===== src/rtl/phase_detect.sv =====
// Phase/frequency detector: synchronizes the asynchronous ref and fb pulses and
// measures the signed distance between their rising edges in sys_clk cycles.
module phase_detect #(
  parameter int WIDTH_ERR = 22,
  parameter int SYNC      = 2
) (
  input  logic                        sys_clk,
  input  logic                        rst_n,
  input  logic                        enable,
  input  logic                        ref_in,
  input  logic                        fb_in,
  output logic signed [WIDTH_ERR-1:0] err,
  output logic                        process,
  output logic                        sat,
  output logic                        slip
);

  typedef enum logic [1:0] {IDLE, WAIT_FB, WAIT_REF} state_t;

  localparam logic signed [WIDTH_ERR-1:0] LIM     = {1'b0, {(WIDTH_ERR-1){1'b1}}};
  localparam logic signed [WIDTH_ERR-1:0] NEG_LIM = -LIM;
  localparam logic signed [WIDTH_ERR-1:0] ONE     = {{(WIDTH_ERR-1){1'b0}}, 1'b1};
  localparam logic signed [WIDTH_ERR-1:0] NEG_ONE = '1;

  if (SYNC < 2) begin : g_sync_check
    $error("phase_detect: SYNC must be at least 2");
  end

  logic [SYNC-1:0] ref_sync, fb_sync;
  logic            ref_d, fb_d;
  logic            ref_rise, fb_rise;

  // Synchronizers and edge registers ignore enable so that re-enabling with an
  // input already high never manufactures an edge.
  always_ff @(posedge sys_clk or negedge rst_n) begin
    if (!rst_n) begin
      ref_sync <= '0;
      fb_sync  <= '0;
      ref_d    <= 1'b0;
      fb_d     <= 1'b0;
    end else begin
      // NOTE: non-blocking assignments make every flop sample the pre-edge value,
      // so the shift chain moves exactly one stage per clock regardless of order.
      ref_sync <= {ref_sync[SYNC-2:0], ref_in};
      fb_sync  <= {fb_sync[SYNC-2:0], fb_in};
      ref_d    <= ref_sync[SYNC-1];
      fb_d     <= fb_sync[SYNC-1];
    end
  end

  assign ref_rise = ref_sync[SYNC-1] & ~ref_d;
  assign fb_rise  = fb_sync[SYNC-1] & ~fb_d;

  state_t                      state;
  logic signed [WIDTH_ERR-1:0] cnt;

  always_ff @(posedge sys_clk or negedge rst_n) begin
    if (!rst_n) begin
      state   <= IDLE;
      cnt     <= '0;
      err     <= '0;
      process <= 1'b0;
      sat     <= 1'b0;
      slip    <= 1'b0;
    end else begin
      process <= 1'b0;
      sat     <= 1'b0;
      slip    <= 1'b0;
      if (!enable) begin
        state <= IDLE;
        cnt   <= '0;
        err   <= '0;
      end else begin
        case (state)
          IDLE: begin
            if (ref_rise && fb_rise) begin
              err     <= '0;
              process <= 1'b1;
            end else if (ref_rise) begin
              state <= WAIT_FB;
              cnt   <= ONE;
            end else if (fb_rise) begin
              state <= WAIT_REF;
              cnt   <= NEG_ONE;
            end
          end
          WAIT_FB: begin
            // The closing edge reports cnt as it stood before this cycle's step.
            if (fb_rise) begin
              err     <= cnt;
              process <= 1'b1;
              sat     <= (cnt == LIM);
              if (ref_rise) begin
                slip <= 1'b1;
                cnt  <= ONE;
              end else begin
                state <= IDLE;
              end
            end else if (ref_rise) begin
              slip <= 1'b1;
              cnt  <= ONE;
            end else if (cnt == LIM) begin
              err     <= LIM;
              process <= 1'b1;
              sat     <= 1'b1;
              state   <= IDLE;
            end else begin
              cnt <= cnt + ONE;
            end
          end
          WAIT_REF: begin
            if (ref_rise) begin
              err     <= cnt;
              process <= 1'b1;
              sat     <= (cnt == NEG_LIM);
              if (fb_rise) begin
                slip <= 1'b1;
                cnt  <= NEG_ONE;
              end else begin
                state <= IDLE;
              end
            end else if (fb_rise) begin
              slip <= 1'b1;
              cnt  <= NEG_ONE;
            end else if (cnt == NEG_LIM) begin
              err     <= NEG_LIM;
              process <= 1'b1;
              sat     <= 1'b1;
              state   <= IDLE;
            end else begin
              cnt <= cnt - ONE;
            end
          end
          default: state <= IDLE;
        endcase
      end
    end
  end

endmodule


===== config.mk =====
export PLATFORM = sky130hd
export DESIGN_NAME = phase_detect
export DESIGN_NICKNAME = d
export VERILOG_FILES = /design/src/rtl/phase_detect.sv
export SDC_FILE = /design/constraint.sdc
export NUM_CORES = 1
export LEC_CHECK = 0
export CORE_ASPECT_RATIO = 0.5
export CORE_MARGIN = 2
export CORE_UTILIZATION = 55
export CTS_CLUSTER_DIAMETER = 50
export DETAILED_ROUTE_END_ITERATION = 8
export PLACE_DENSITY = 0.76
export SLEW_MARGIN = 20
export SYNTH_ARGS = -nofsm -noshare
export SYNTH_HDL_FRONTEND = slang
export SYNTH_SLANG_ARGS = --single-unit

===== constraint.sdc =====
create_clock -name sys_clk -period 6.7 [get_ports sys_clk]
set_input_delay 1.34 -clock sys_clk [delete_from_list [all_inputs] [get_ports sys_clk]]
set_output_delay 1.34 -clock sys_clk [all_outputs]
set_load 0.02 [all_outputs]

==> reports/metrics.yaml, run 1 <==
status: "finished clean"
grt_use_met3: 0.0743
drive_gt1_frac: 0.0905
nets: 486
port_buffers: 29
grt.busiest_layer: "met1"
tightest_slew_ps: 1120
hold_viol: 0
fin_worst_skew_ps: 9.01
syn_inst: 480
dieArea_um2: 7830
ys_area_um2: 3900
post_cts_resized: 0
yosysWarningCount: 0
track_usage: 0.291
rsz0062_at_grt: "no"
yosysUniqueCellTypes: 64
holdBufCountCts: 0
yosys_most_used_dff: "dfrtp_1"
grt_start_max_net_pins: 56
slowest_delay_ps: 1000
area_growth_pct: 9.43
diodes: 0
fmax_mhz: 270
critPathLaunchType: "flip-flop"
initial_utilization: 0.576
fin_tns_setup_ps: 0
post-route-drc-count: 0
final_cell_count_no_fill: 567
ir_drop_v: 0.000218
crit_required_ps: 6920
grt_pass1_wl_um: 17700
min_path_type: "reg2reg"
async_reset_ff_frac: 1.00
ys_ff: 55
-- run 1: cell families after synthesis --
kind of cell               count (synthesis)  synth area share
AOI/OAI and AO/OA                        166             0.283
xor gates and xnor gates                  15            0.0337
adders and majority gates                  7            0.0224
buffers and inverters                     63            0.0760
DFF                                       55             0.353
and+or+nand+nor                          174             0.232
-- run 1: per-stage QoR --
stage               worst slack (ps)  power (mW)  hold slack (ps)
floorplan                       3830       0.985              331
global placement                2660        1.10              333
detailed placement              2610        1.10              341
CTS                             2920        1.38              357
global route                    2750        1.49              357
finish                          3000        1.39              353
-- run 1: state kept, by name, indices dropped and copies added, names as in the netlist --
register	count
cnt	22
err	22
fb_d	1
fb_sync	2
process	1
ref_d	1
ref_sync	2
sat	1
slip	1
state	2
-- run 1: routing by layer --
metal | part of all wire | wire, um
met2 | 0.40 | 4340
met1 | 0.48 | 5170
met5 | 0 | 0
met3 | 0.11 | 1170
met4 | 0.014 | 154
-- run 1: layout by cell type (no fill, tap or decap), types with 6 or more instances in the layout --
master and instances:
xnor2_1 11, nand3_1 15, buf_4 8, o211ai_1 21, nor2_1 31, ha_1 7
clkdlybuf4s50_1 27, nand2_1 44, dfrtp_1 55, a21oi_1 26, o21ai_0 55, inv_1 13
nor3_1 18, a31oi_1 12, nand4_1 9, o22a_2 6, nor4_1 15
-- run 1: layout make-up --
class	count	share of cell area
Tap cell	92	0.0270
Clock inverter	2	0.00381
Timing Repair Buffer	37	0.0797
Multi-Input combinational cell	362	0.523
Sequential cell	55	0.322
Inverter	13	0.0114
Clock buffer	6	0.0325
-- run 1: where the power goes --
group	total (mW)	switching (mW)	internal (mW)
Combinational	0.572	0.349	0.223
Clock	0.272	0.123	0.150
Sequential	0.549	0.163	0.386
Total	1.39	0.634	0.759
-- run 1: worst paths after layout --
kind | start | to | slack [ps] | cells past startpoint
max in group asynchronous | rst_n | cnt[4] | 5050 | 2
min in group asynchronous | rst_n | state[0] | 1160 | 2
worst min-delay path | ref_sync[0] | ref_sync[1] | 350 | 0
worst max register to register | cnt[1] | err[5] | 3000 | 8
worst min register to register | ref_sync[0] | ref_sync[1] | 350 | 0
worst max-delay path | cnt[1] | err[5] | 3000 | 8
-- run 1: worst reg2reg max path: cells and delay by family, from the launching register on --
kind            cells  cell delay, ps
buf+inv             1             410
fa+ha+maj           1             260
compound gates      3             670
simple gates        3            1720
flops               1             560
Fig. 1: run 1, track usage over the die
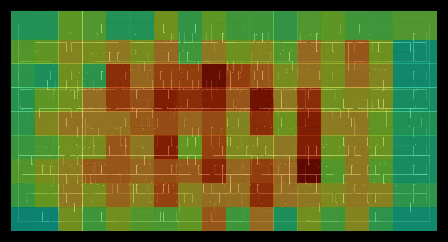
met1 Usage GRT: 0.453
met2 Use GR: 0.397
Core Util, Final: 0.630

Fig. 2: run 1, the metal 2 layer
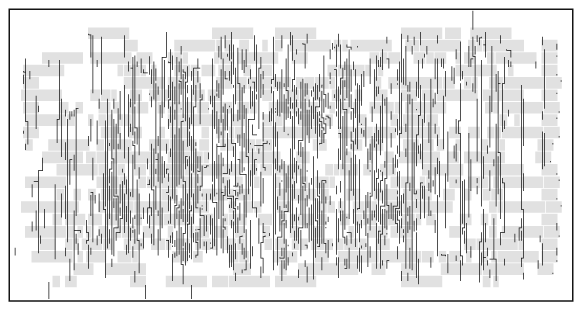
share of all routed wire: 40%
main direction: vertical
longest straight run: 39.1 um
wire length on this layer: 4340 um
nets with wire on the layer: 380

Fig. 3: run 1, gate families picked out
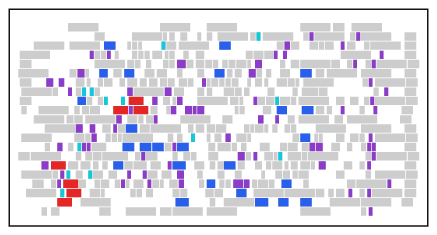
[fa/ha/maj cells] red | cells: 7
[non-inverting ao/oa cells] blue | cells: 25
[nand cells] purple | cells: 74
[inv cells] cyan | cells: 13

==> run 2, diff against run 1 <==
Settings changed: CORE_UTILIZATION 55 to 53.
Clock period 6.7 ns to 3.3 ns, I/O delays scaled along.
Fig. 4: run 2, gate families picked out
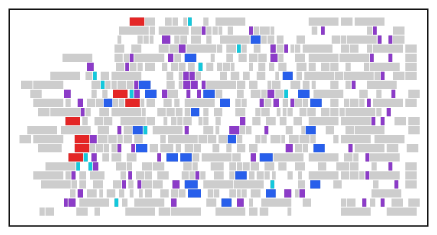
non-filler cells in the finished layout: 603
combinational share of cell area: 0.494

Fig. 5: run 2, the metal 2 layer
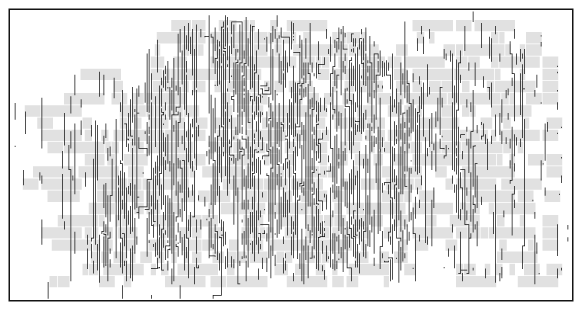
main direction: vertical
longest straight run: 30.9 um
wire length on this layer: 4940 um
share of all routed wire: 42%
nets with wire on the layer: 402

==> run 2 against run 1 <==
- first-iteration DRC count decreased by 10%
- critical path type unchanged
- clock skew fell by 4.8 ps
- critical path depth fell by 2
- sequential share of layout area shrank 1.8 points
- clock-buffer cell count unchanged
- total power increased by 120%
- non-clock buffer count up 32
==> reports/metrics.yaml, run 2 <==
status: "finished clean"
ys_ff: 55  # unchanged
min_from: "ref_sync[0]"
hold_ws_ps: 352  # -1.57 ps
tightest_slew_ps: 814  # -305 ps
grt_start_max_net_pins: 56  # unchanged
holdBufCountCts: 0  # unchanged
r2r_slack_ps: 400  # -2610 ps
min_to: "ref_sync[1]"
dp_slack_ps: 419  # -2190 ps
drive_gt1_frac: 0.144  # +0.0535
utilization: 0.624  # -0.00567
grt_pass1_wl_um: 19300  # +8.6%
post-route-drc-count: 0  # unchanged
dieArea_um2: 8110  # +3.6%
yosysWarningCount: 0  # unchanged
fin_tns_setup_ps: 0  # unchanged
final_cell_mix: "o21ai_0, dfrtp_1, nand2_1, buf_4, nor2_1"
layout_setup_ws_ps: 395  # -2610 ps
async_reset_ff_frac: 1.00  # unchanged
Fig. 6: run 2, the metal 3 layer
Bar = 50 um.
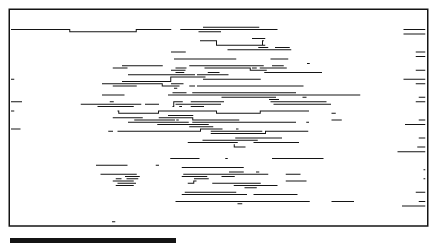
main direction: horizontal
longest straight run: 57.5 um
nets with wire on the layer: 88
share of all routed wire: 11%

==> run 2: how the worst max path moves through the flow <==
stage,from,end,slack [ps],cells past startpoint
floorplan,cnt[16],cnt[14],430,8
global placement,cnt[16],cnt[19],440,6
detailed placement,cnt[16],cnt[19],420,6
CTS,cnt[16],cnt[19],410,6
global route,cnt[16],cnt[7],330,7
finish,cnt[16],cnt[19],400,6
==> run 2: worst register-to-register path, cell delays in order, from the launching register on <==
cell	delay [ps]
dfrtp_1	380
or4_4	580
or4_4	560
or4_4	580
a41o_1	200
buf_4	210
o221a_2	290
==> run 2: cell families (layout without fill, tap and decap cells) <==
group / count (synthesis) / count (layout) / share of synthesized area
AOI/OAI and AO/OA: 166 / 166 / 0.283
xor gates and xnor gates: 15 / 15 / 0.0337
adders and majority gates: 7 / 7 / 0.0224
buffers and inverters: 63 / 90 / 0.0760
DFF: 55 / 55 / 0.353
and+or+nand+nor: 174 / 174 / 0.232
==> run 2: through the flow <==
stage | power, mW | cell area [um^2]
after global routing | 3.20 | 4520
after CTS | 2.96 | 4520
final | 3.01 | 4520
after global placement | 2.40 | 4380
after detailed placement | 2.42 | 4380
after floorplan | 2.00 | 3900
==> run 2: routing by layer <==
metal  GRT usage  routed length [um]  up-vias
met3      0.0776                1310       31
li1            -                   -     1844
met5           0                   0        -
met4      0.0875                 242        0
met1       0.438                5380     1880
met2       0.449                4940      238
==> run 2: where the power goes <==
group / total, mW / leakage, nW / internal, mW / switching [mW]
combinational: 1.49 / 0.946 / 0.582 / 0.903
sequential: 0.988 / 0.732 / 0.786 / 0.202
clock: 0.539 / 0.0669 / 0.281 / 0.258
total: 3.01 / 1.75 / 1.65 / 1.36
==> run 2: area by class of cell <==
| class | instances | area [um^2] |
|---|---|---|
| fillers | 641 | 2720 |
| multi-input cells | 362 | 2230 |
| flip-flops and latches | 55 | 1380 |
| repair buffers | 69 | 598 |
| clock buffers | 6 | 129 |
| well taps | 96 | 120 |
| inverters | 13 | 48.8 |
| clock inverters | 2 | 12.5 |
No activity file was given, so power comes from the tool's default toggle rates.
